--- config.mk ---
export PLATFORM = sky130hd
export DESIGN_NAME = mem_word_port
export DESIGN_NICKNAME = d
export VERILOG_FILES = /design/src/rtl/mem_word_port.sv
export SDC_FILE = /design/constraint.sdc
export NUM_CORES = 1
export LEC_CHECK = 0
export CAP_MARGIN = 20
export CORE_MARGIN = 1
export CORE_UTILIZATION = 49
export CTS_BUF_LIST = sky130_fd_sc_hd__clkbuf_4 sky130_fd_sc_hd__clkbuf_8
export DETAILED_ROUTE_END_ITERATION = 10
export GPL_ROUTABILITY_DRIVEN = 0
export PLACE_DENSITY = 0.89
export SETUP_SLACK_MARGIN = 0.5
export SLEW_MARGIN = 0
export SYNTH_ARGS = -nofsm -noshare
export SYNTH_HDL_FRONTEND = slang
export SYNTH_SLANG_ARGS = --single-unit
--- constraint.sdc ---
create_clock -name clk -period 2.4 [get_ports clk]
set_input_delay 0.6 -clock clk [delete_from_list [all_inputs] [get_ports clk]]
set_output_delay 0.6 -clock clk [all_outputs]
set_load 0.01 [all_outputs]
--- src/rtl/mem_word_port.sv ---
// -----------------------------------------------------------------------------
// mem_word_port
//
// Word-to-byte memory adapter. The core presents one word read or word write
// through a valid/ready handshake. The adapter then runs WORD_BYTES consecutive
// byte beats on a narrow memory bus, starting at the request's base address.
//  - Reads assemble the returned bytes into a word using the selected byte
//    order. The word is reported with a one-cycle completion pulse.
//  - Writes send the latched word out one byte per beat, in the same order.
//
// Parameters
//   ADDR_WIDTH  byte address width of the memory bus and the request address
//   BYTE_WIDTH  width of one memory beat
//   WORD_BYTES  beats per word (>= 1)
//   BIG_ENDIAN  0: byte at base+i lands in lane i
//               1: byte at base+i lands in lane WORD_BYTES-1-i
//
// Ports
//   clk         clock; all state changes on the rising edge
//   reset       asynchronous, active-low reset
//   req_valid   request present
//   req_ready   adapter can accept a request this cycle
//   req_write   1 = word write, 0 = word read
//   req_addr    base byte address
//   req_wdata   word to write
//   resp_valid  one-cycle completion pulse (read data valid / write done)
//   resp_rdata  last assembled read word; held until the next read completes
//   busy        high while beats are in progress
//   adr         memory byte address
//   memwrite    memory write strobe
//   writedata   memory write byte
//   memdata     memory read byte; combinational from adr in the same cycle
//
// Timing: a request accepted at edge k occupies beat cycles k+1..k+WORD_BYTES.
// resp_valid is high in cycle k+WORD_BYTES+1, and the next request can be
// accepted at edge k+WORD_BYTES+2. Every output comes straight from a register.
// -----------------------------------------------------------------------------
module mem_word_port #(
  parameter int ADDR_WIDTH = 8,
  parameter int BYTE_WIDTH = 8,
  parameter int WORD_BYTES = 4,
  parameter int BIG_ENDIAN = 0
) (
  input  logic                             clk,
  input  logic                             reset,
  input  logic                             req_valid,
  output logic                             req_ready,
  input  logic                             req_write,
  input  logic [ADDR_WIDTH-1:0]            req_addr,
  input  logic [BYTE_WIDTH*WORD_BYTES-1:0] req_wdata,
  output logic                             resp_valid,
  output logic [BYTE_WIDTH*WORD_BYTES-1:0] resp_rdata,
  output logic                             busy,
  output logic [ADDR_WIDTH-1:0]            adr,
  output logic                             memwrite,
  output logic [BYTE_WIDTH-1:0]            writedata,
  input  logic [BYTE_WIDTH-1:0]            memdata
);

  localparam int WORD_WIDTH = BYTE_WIDTH * WORD_BYTES;
  // The beat counter must hold WORD_BYTES-1, and it is at least one bit wide.
  localparam int CW = (WORD_BYTES > 1) ? $clog2(WORD_BYTES) : 1;
  localparam logic [CW-1:0] LAST_BEAT = CW'(WORD_BYTES - 1);

  typedef enum logic [1:0] {
    IDLE  = 2'd0,
    READ  = 2'd1,
    WRITE = 2'd2,
    DONE  = 2'd3
  } state_t;

  state_t                  state_reg;
  logic [CW-1:0]           beat_reg;
  logic [WORD_WIDTH-1:0]   wdata_reg;      // latched write word
  logic [WORD_WIDTH-1:0]   asm_reg;        // read word under assembly
  logic [WORD_WIDTH-1:0]   rdata_reg;      // word reported on resp_rdata
  logic                    ready_reg;
  logic                    resp_valid_reg;
  logic                    busy_reg;
  logic [ADDR_WIDTH-1:0]   adr_reg;
  logic                    memwrite_reg;
  logic [BYTE_WIDTH-1:0]   writedata_reg;

  // Maps a beat number to the word lane it reads into or writes from.
  function automatic logic [CW-1:0] lane_of(input logic [CW-1:0] beat);
    if (BIG_ENDIAN != 0) begin
      return LAST_BEAT - beat;
    end else begin
      return beat;
    end
  endfunction

  logic [CW-1:0] beat_inc;
  logic [CW-1:0] lane_cur;
  logic [CW-1:0] lane_nxt;
  logic [CW-1:0] lane_first;
  logic          last_beat;

  assign beat_inc   = beat_reg + CW'(1);
  assign lane_cur   = lane_of(beat_reg);
  assign lane_nxt   = lane_of(beat_inc);
  assign lane_first = lane_of('0);
  assign last_beat  = (beat_reg == LAST_BEAT);

  // Lane views of the incoming and latched write words. The next assembled
  // word is the current one with the beat's lane replaced by memdata.
  logic [BYTE_WIDTH-1:0] req_lanes   [WORD_BYTES];
  logic [BYTE_WIDTH-1:0] wdata_lanes [WORD_BYTES];
  logic [WORD_WIDTH-1:0] asm_next;

  genvar gi;
  generate
    for (gi = 0; gi < WORD_BYTES; gi++) begin : g_lane
      assign req_lanes[gi]   = req_wdata[gi*BYTE_WIDTH +: BYTE_WIDTH];
      assign wdata_lanes[gi] = wdata_reg[gi*BYTE_WIDTH +: BYTE_WIDTH];
      assign asm_next[gi*BYTE_WIDTH +: BYTE_WIDTH] =
        (lane_cur == CW'(gi)) ? memdata : asm_reg[gi*BYTE_WIDTH +: BYTE_WIDTH];
    end
  endgenerate

  always_ff @(posedge clk or negedge reset) begin
    if (!reset) begin
      state_reg      <= IDLE;
      beat_reg       <= '0;
      wdata_reg      <= '0;
      asm_reg        <= '0;
      rdata_reg      <= '0;
      ready_reg      <= 1'b0;
      resp_valid_reg <= 1'b0;
      busy_reg       <= 1'b0;
      adr_reg        <= '0;
      memwrite_reg   <= 1'b0;
      writedata_reg  <= '0;
    end else begin
      resp_valid_reg <= 1'b0;
      case (state_reg)
        IDLE: begin
          // ready rises one cycle after reset release. From then on it is
          // high for the whole of IDLE.
          ready_reg <= 1'b1;
          if (req_valid && ready_reg) begin
            ready_reg <= 1'b0;
            busy_reg  <= 1'b1;
            beat_reg  <= '0;
            adr_reg   <= req_addr;
            wdata_reg <= req_wdata;
            if (req_write) begin
              state_reg     <= WRITE;
              memwrite_reg  <= 1'b1;
              writedata_reg <= req_lanes[lane_first];
            end else begin
              state_reg <= READ;
            end
          end
        end

        READ: begin
          asm_reg <= asm_next;
          if (last_beat) begin
            rdata_reg      <= asm_next;
            resp_valid_reg <= 1'b1;
            busy_reg       <= 1'b0;
            state_reg      <= DONE;
          end else begin
            beat_reg <= beat_inc;
            adr_reg  <= adr_reg + ADDR_WIDTH'(1);  // wraps modulo 2^ADDR_WIDTH
          end
        end

        WRITE: begin
          if (last_beat) begin
            memwrite_reg   <= 1'b0;
            resp_valid_reg <= 1'b1;
            busy_reg       <= 1'b0;
            state_reg      <= DONE;
          end else begin
            beat_reg      <= beat_inc;
            adr_reg       <= adr_reg + ADDR_WIDTH'(1);
            writedata_reg <= wdata_lanes[lane_nxt];
          end
        end

        DONE: begin
          ready_reg <= 1'b1;
          state_reg <= IDLE;
        end

        default: begin
          state_reg <= IDLE;
        end
      endcase
    end
  end

  assign req_ready  = ready_reg;
  assign resp_valid = resp_valid_reg;
  assign resp_rdata = rdata_reg;
  assign busy       = busy_reg;
  assign adr        = adr_reg;
  assign memwrite   = memwrite_reg;
  assign writedata  = writedata_reg;

endmodule

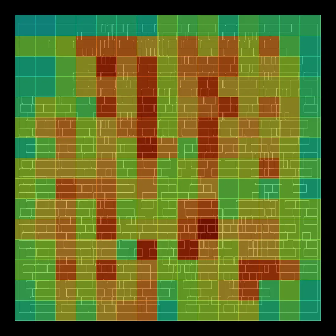
(run_1/final_congestion.png)
met1 Resource Use GR: 27.4%
Global Route met3 Usage: 5.22%
routed length per placed instance: 17.0 µm
final design utilization: 67.7%

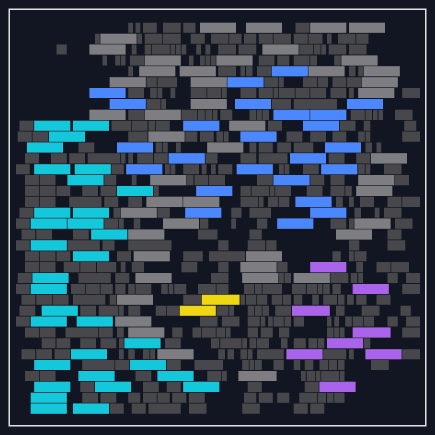
(run_1/registers.png)
Drawn at 4 px/µm.
Purple stands for `adr`, flops 8, where south-east. Yellow stands for `state_reg`, flops 2. Blue stands for `asm_reg`, flops 24. Cyan stands for `wdata_reg`, flops 32.
Flop area: 2810 µm²
fraction of area in registers: 41.8%

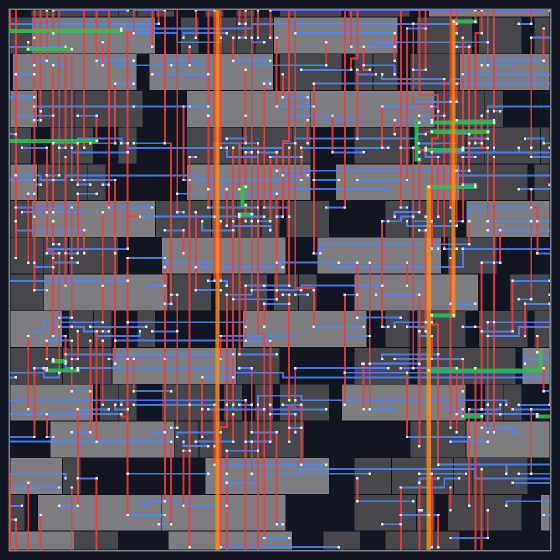
(run_1/zoom.png)
Region (32, 53) to (72, 93) µm. Cells in grey, sequential cells in the stronger grey; small squares are vias.
Orange stands for met4. Red stands for met2. Blue stands for met1. Green stands for met3.
Most frequent: dfrtp_1 (26), nand2_1 (22), mux2_2 (13). Sequential cells in the window: 26. 105 logic cells have their middle in the window. Netlist names of flops here include `resp_rdata` (13), `asm_reg` (12).

==> notes.md, run 1 <==
Results of the run.

The run finished with clean final reports. The slowest cell on the critical path is sky130_fd_sc_hd__clkdlybuf4s50_1. The synthesized netlist occupies a cell area of 5070 µm². The number of cells after detailed placement is 645. The power after layout is 9.39 mW.

Synthesis produced 418 cells. Setup repair after global routing left no endpoint under its margin. For this design, Yosys synthesis ends with a cell count of 418. The number of top-level pins is 104. Among all stages on the critical path, the maximum delay recorded is 530 ps. The number of sinks handled by clock tree synthesis is 112. Adding up every negative setup slack in the final design gives 0 ps. The vertical die dimension reported for this design is 104 µm. The area of all placed cells without fillers is 6710 µm². The end of the worst register-to-register path is adr[6]$_DFFE_PN0P_. The most heavily used metal layer in global routing is met2. The final count of hold timing violations is 0. In this run the full chip footprint comes out at 10,800 µm². The share of final-layout standard cells stronger than drive strength 1 is 23.0%. The setup path with the least slack is of type register to output pin. Yosys reported a register bit count of 112. Data arrives at the worst endpoint at 1260 ps.

The CTS H-tree depth is 3. The iteration count recorded for the first detailed-route pass is 4. The power density over the cells is 1400 nW/µm². The number of maximum-capacitance constraint violations is 0. In this run the deepest clock path goes through 2 buffers. STA classifies the critical path endpoint as an output pin. The overflow left after global routing is 0.

Compared with the post-synthesis result, the final layout area differs by 32.3%. The TritonCTS buffer count is 9. The static power due to leakage is 3.20 nW.

The routed layout has 3,701 vias. The cell at the root of the clock tree is sky130_fd_sc_hd__clkbuf_8. The remaining routing DRC violations is 0. The worst hold path belongs to the class input port to async pin.

The initial antenna violation count came to 0. The final-layout fill cell count is 732. The number of enable-type register cells in the synthesized netlist is 0. The critical path in the final layout is reported with a setup slack of 542 ps. The fraction of registers with async set/reset is 100%. Sorting the synthesized cells by area gives the leading types as sky130_fd_sc_hd__dfrtp_1 55%, sky130_fd_sc_hd__mux2_2 12%, sky130_fd_sc_hd__mux2i_1 6.9%. Post-route period utilization is reported as 77.4%. The final-report max-slew violation count is 0. The warning count from the yosys run is 0. The first global-routing pass estimated 18.9 mm of wire. The final-report setup violation count is 0. For reference, the placement row count at floorplan is 36.

The most repeated cell in the gate-level netlist after synthesis is sky130_fd_sc_hd__dfrtp_1. Summed over all nets, the half-perimeter wirelength after detailed placement is 7.94 mm. The chip area from the yosys synthesis statistics is 5070 µm². Leaving out buffers and inverters, the combinational logic in the layout accounts for 2170 µm².

Across all hold checks on the routed design, the worst slack comes to 206 ps. Entering global routing, the biggest net connects 57 pins. The post-route non-filler standard cell count is 676. The number of buffers and inverters on the critical path is 1. Counting instances in the post-synthesis netlist gives the leading cell types as 112 x sky130_fd_sc_hd__dfrtp_1, 58 x sky130_fd_sc_hd__nand2_1, 56 x sky130_fd_sc_hd__mux2_2. In the synthesized netlist the dominant register cell turns out to be sky130_fd_sc_hd__dfrtp_1. After detailed routing, the total wire length is 11.5 mm. STA lists the maximum fanout along the critical path as 2. The cell class contributing the biggest share of worst-path delay is buffers and inverters. Per the placement log, port buffering inserted 103 buffers. The number of nets still failing antenna checks after routing is 0. The actual transition at the worst max-transition pin is 556 ps. The OpenROAD report gives the critical path a required time of 1800 ps.

In the final design database the tool counted 601 nets. The cell type that accounts for the most area after synthesis is sky130_fd_sc_hd__dfrtp_1. The worst setup skew after layout is 16.2 ps. The worst IR drop on VDD is 0.624 mV. At the placement stage, the worst setup path has a slack of 145 ps.

The post-place instance area is 6300 µm². The kind of start point of the critical path is a register. The final antenna diode tally reported by the flow is 0. The tally of unique sky130hd cells used after synthesis is 39. The area share of the largest cell type after synthesis is 55.3%.

The startpoint of the most critical register-to-register path is state_reg[1]$_DFFE_PN0P_. According to the floorplan report, the die width is 104 µm. The global-route usage over all layers is 22.3%.
==> run 1: kinds of logic after synthesis <==
group                    synth area share (%)
buffers and inverters                    2.49
AND-OR/OR-AND                            8.32
AND/OR/NAND/NOR                          8.31
flip-flops                               55.3
multiplexers                             22.9
adder cells (fa/ha/maj)                  2.71
==> run 1: power by group <==
group          switching [mW]  internal (mW)  total [mW]
combinational            2.20           2.49        4.69
sequential              0.532           2.87        3.40
clock                   0.652          0.638        1.29
==> run 1: worst max-delay path by stage <==
stage | from | to | slack (ps) | depth (start not counted)
floorplan | state_reg[0]$_DFFE_PN0P_ | adr[6]$_DFFE_PN0P_ | 520 | 7
global placement | req_valid | adr[6]$_DFFE_PN0P_ | 160 | 5
detailed placement | req_valid | adr[6]$_DFFE_PN0P_ | 140 | 5
CTS | state_reg[0]$_DFFE_PN0P_ | adr[6]$_DFFE_PN0P_ | 490 | 7
global route | resp_rdata[31]$_DFFE_PN0P_ | resp_rdata[31] | 500 | 1
finish | resp_rdata[28]$_DFFE_PN0P_ | resp_rdata[28] | 540 | 1
==> run 1: cell type report <==
type	instances	share of cell area, %
clock buffers	11	2.16
clock inverters	5	1.31
inverters	9	0.522
multi-input cells	276	32.3
flip-flops and latches	112	41.8
repair buffers	130	19.4
well taps	133	2.48
==> run 1: cell usage in the layout, fill, tap and decap left out, types with 3 or more instances in the layout <==
cell,Yosys,final
sky130_fd_sc_hd__a21oi_1,16,16
sky130_fd_sc_hd__a22oi_1,4,3
sky130_fd_sc_hd__and3_1,3,3
sky130_fd_sc_hd__buf_4,1,26
sky130_fd_sc_hd__clkbuf_8,0,10
sky130_fd_sc_hd__clkdlybuf4s50_1,0,52
sky130_fd_sc_hd__dfrtp_1,112,108
sky130_fd_sc_hd__dfrtp_2,0,4
sky130_fd_sc_hd__dlygate4sd2_1,0,22
sky130_fd_sc_hd__dlymetal6s2s_1,0,28
sky130_fd_sc_hd__ha_1,11,8
sky130_fd_sc_hd__inv_1,8,6
sky130_fd_sc_hd__mux2_2,56,56
sky130_fd_sc_hd__mux2i_1,35,35
sky130_fd_sc_hd__mux4_2,8,8
sky130_fd_sc_hd__nand2_1,58,58
sky130_fd_sc_hd__nand3_1,5,5
sky130_fd_sc_hd__nor2_1,17,17
sky130_fd_sc_hd__nor3_1,5,5
sky130_fd_sc_hd__o21ai_0,31,31
sky130_fd_sc_hd__o22ai_1,3,3
==> run 1: timing repair <==
item,CTS,global route
gates resized,29,32
endpoints found under the setup margin,35,42
hold buffers,0,0
buffers inserted,7,8
hold endpoints to repair,0,0
pin swaps,0,2
==> run 1: per-layer routing <==
metal,up-vias,share of wire [%]
met4,0,2.0
met3,18,6.1
met1,1841,41
met5,-,0
li1,1710,-
met2,132,51
==> run_1/gate_families.png <==
Drawn at 4 px/µm.
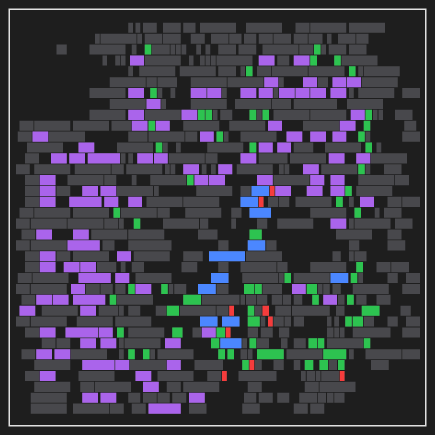

==> run 1 -> run 2 <==
CORE_UTILIZATION = 48   (was 49)
PLACE_DENSITY = 0.9   (was 0.89)
clock period = 1.5 ns   (was 2.4 ns; I/O delays follow)
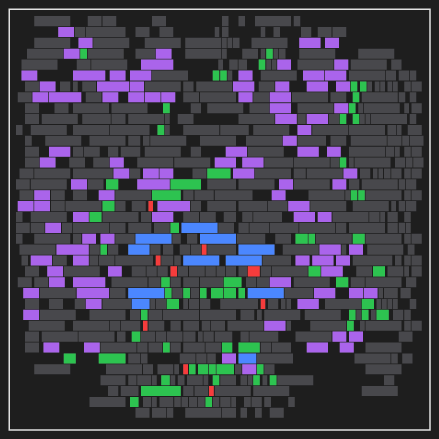
(run_2/gate_families.png)
Drawn at 4 px/µm.
Red stands for inverters, cells 9. Green stands for inverting AOI/OAI gates, cells 63. Blue stands for adder and majority cells, cells 11, where centre. Purple stands for multiplexers, cells 99.

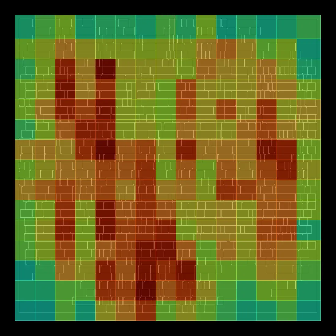
(run_2/final_congestion.png)
routed length per placed instance: 19.3 µm
overall routing resource usage: 25.2%

==> notes.md, run 2 <==
Results of the run.

Status: finished, violations left (was finished clean). The final reports fail on negative hold slack, negative setup slack. The final worst hold slack is -124 ps (was 206 ps). The worst path uses 118% of the clock period.

The cell at the root of the clock tree is sky130_fd_sc_hd__clkbuf_8 (unchanged). The slowest cell on the critical path is sky130_fd_sc_hd__dfrtp_1 (was sky130_fd_sc_hd__clkdlybuf4s50_1). The number of core rows is 37 (was 36). The fraction of registers with async set/reset came to 100% (unchanged).

The number of buffers added on ports is 103 (unchanged). The net count reported at finish was 690 (was 601). The number of maximum-capacitance constraint violations came to 0 (unchanged). The number of cells after detailed placement was 675 (was 645).

The total inserted antenna cells is 0 (unchanged). The launch point of the worst path is state_reg[0]$_DFFE_PN0P_ (was resp_rdata[28]$_DFFE_PN0P_). Setup repair after global routing missed its margin: true (was false). The number of standard cells reported by yosys is 418 (unchanged). The die extent in x is 105 µm (was 104 µm). The height of the die is 105 µm (was 104 µm). The type of the setup path with the least slack was register to register (was register to output pin). The clock group share of total power is 9.7% (was 13.7%). The final worst slack was -270 ps (was 542 ps). The most numerous logic cell after layout is sky130_fd_sc_hd__dfrtp_1 (unchanged). The post-route non-filler standard cell count came to 768 (was 676). The area share of the largest cell type after synthesis was 55.3% (unchanged).

The fraction of power spent switching nets is 38.5% (was 36.1%). The final count of hold timing violations came to 22 (was 0). The category of the worst setup path capture point is a register (was output pin). The tally of unique sky130hd cells used after synthesis came to 39 (unchanged). Cells taking the most area after synthesis: sky130_fd_sc_hd__dfrtp_1 55%, sky130_fd_sc_hd__mux2_2 12%, sky130_fd_sc_hd__mux2i_1 6.9% (unchanged).

The number of flip-flops and latches in the synthesized netlist came to 112 (unchanged). The post-route core utilization is 76.5% (was 67.7%). The first-pass GRT wire length is 21.5 mm (was 18.9 mm). The total length of routed wires came to 14.8 mm (was 11.5 mm).

The flip-flop cell with the highest count after synthesis is sky130_fd_sc_hd__dfrtp_1 (unchanged). The post-placement worst setup slack was -416 ps (was 145 ps). The area of the die came to 11,000 µm² (was 10,800 µm²).

The final-report setup violation count came to 109 (was 0). The initial antenna violation count is 0 (unchanged). The area of all placed cells without fillers came to 7860 µm² (was 6710 µm²). The chip area from the yosys synthesis statistics is 5070 µm² (unchanged).

The actual transition at the worst max-transition pin is 352 ps (was 556 ps). The final-layout fill cell count came to 601 (was 732). The worst-case clock buffer depth is 2 (unchanged). The worst setup skew after layout came to 10.4 ps (was 16.2 ps).

The cell class contributing the biggest share of worst-path delay is simple AND/OR/NAND/NOR gates (was buffers and inverters).
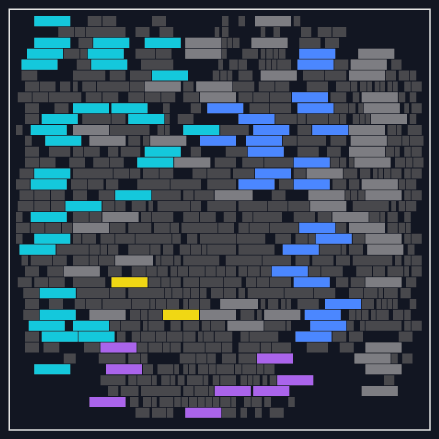
(run_2/registers.png)
Drawn at 4 px/µm.
Cyan stands for `wdata_reg`, flops 32. Purple stands for `adr`, flops 8, where south. Blue stands for `asm_reg`, flops 24. Yellow stands for `state_reg`, flops 2.

run 2: netlist changes by cell type in the layout (fill, tap and decap cells not counted), moves of 17 or more:
cell,change
sky130_fd_sc_hd__mux2_2,-28
sky130_fd_sc_hd__buf_2,+45
sky130_fd_sc_hd__dlygate4sd2_1,-22
sky130_fd_sc_hd__mux2_4,+28
sky130_fd_sc_hd__buf_6,+26
sky130_fd_sc_hd__o21ai_1,+17
sky130_fd_sc_hd__o21ai_0,-24
sky130_fd_sc_hd__buf_4,+54
sky130_fd_sc_hd__dlymetal6s2s_1,-28
run 2: path summary, 6_finish.rpt:
kind                                                    to  slack, ps  depth (start not counted)
worst max-delay path                    adr[6]$_DFFE_PN0P_       -270                          7
worst min-delay path            resp_rdata[22]$_DFFE_PN0P_       -120                          1
worst max register to register          adr[6]$_DFFE_PN0P_       -270                          7
worst min register to register  resp_rdata[27]$_DFFE_PN0P_        490                          2
max in group asynchronous         wdata_reg[5]$_DFFE_PN0P_       1070                          2
min in group clk                resp_rdata[27]$_DFFE_PN0P_        490                          2
run 2: cell type report:
cell class                      count  share of cell area (%)
Sequential cell                   112                    35.7
Multi-Input combinational cell    276                    33.5
Timing Repair Buffer              219                    25.6
Tap cell                          136                    2.16
Clock buffer                        9                    1.58
Clock inverter                      7                   0.891
Inverter                            9                   0.509
run 2: routing by layer:
metal | wire [µm] | global-route usage (%) | up-vias
met2 | 7840 | 44.4 | 166
met4 | 424 | 9.26 | 0
li1 | - | - | 1908
met3 | 750 | 5.36 | 42
met1 | 5810 | 30.3 | 2157
met5 | 0 | 0 | -
run 2: power groups by stage:
| stage | clock [mW] | combinational, mW | sequential (mW) |
|---|---|---|---|
| 2_1_floorplan | 0 | 5.05 | 5.74 |
| 3_3_place_gp | 0 | 8.09 | 5.49 |
| 3_5_place_dp | 0 | 8.46 | 5.62 |
| 4_1_cts | 1.81 | 9.42 | 5.48 |
| 5_1_grt | 1.95 | 12.0 | 5.71 |
| 6_report | 1.81 | 11.3 | 5.58 |
run 2: what timing repair did:
action / 4_1_cts / 5_1_grt
pin swaps: 16 / 8
cloned: 5 / 3
endpoints found under the hold margin: 22 / 22
resized: 273 / 65
setup buffers: 36 / 33
setup endpoints to repair: 164 / 164
run 2: kinds of logic after synthesis:
group,synth area share (%)
simple gates,8.31
fa+ha+maj,2.71
buf+inv,2.49
mux,22.9
flops,55.3
compound gates,8.32
Power figures rest on the tool's default switching activity, not on a simulated workload.
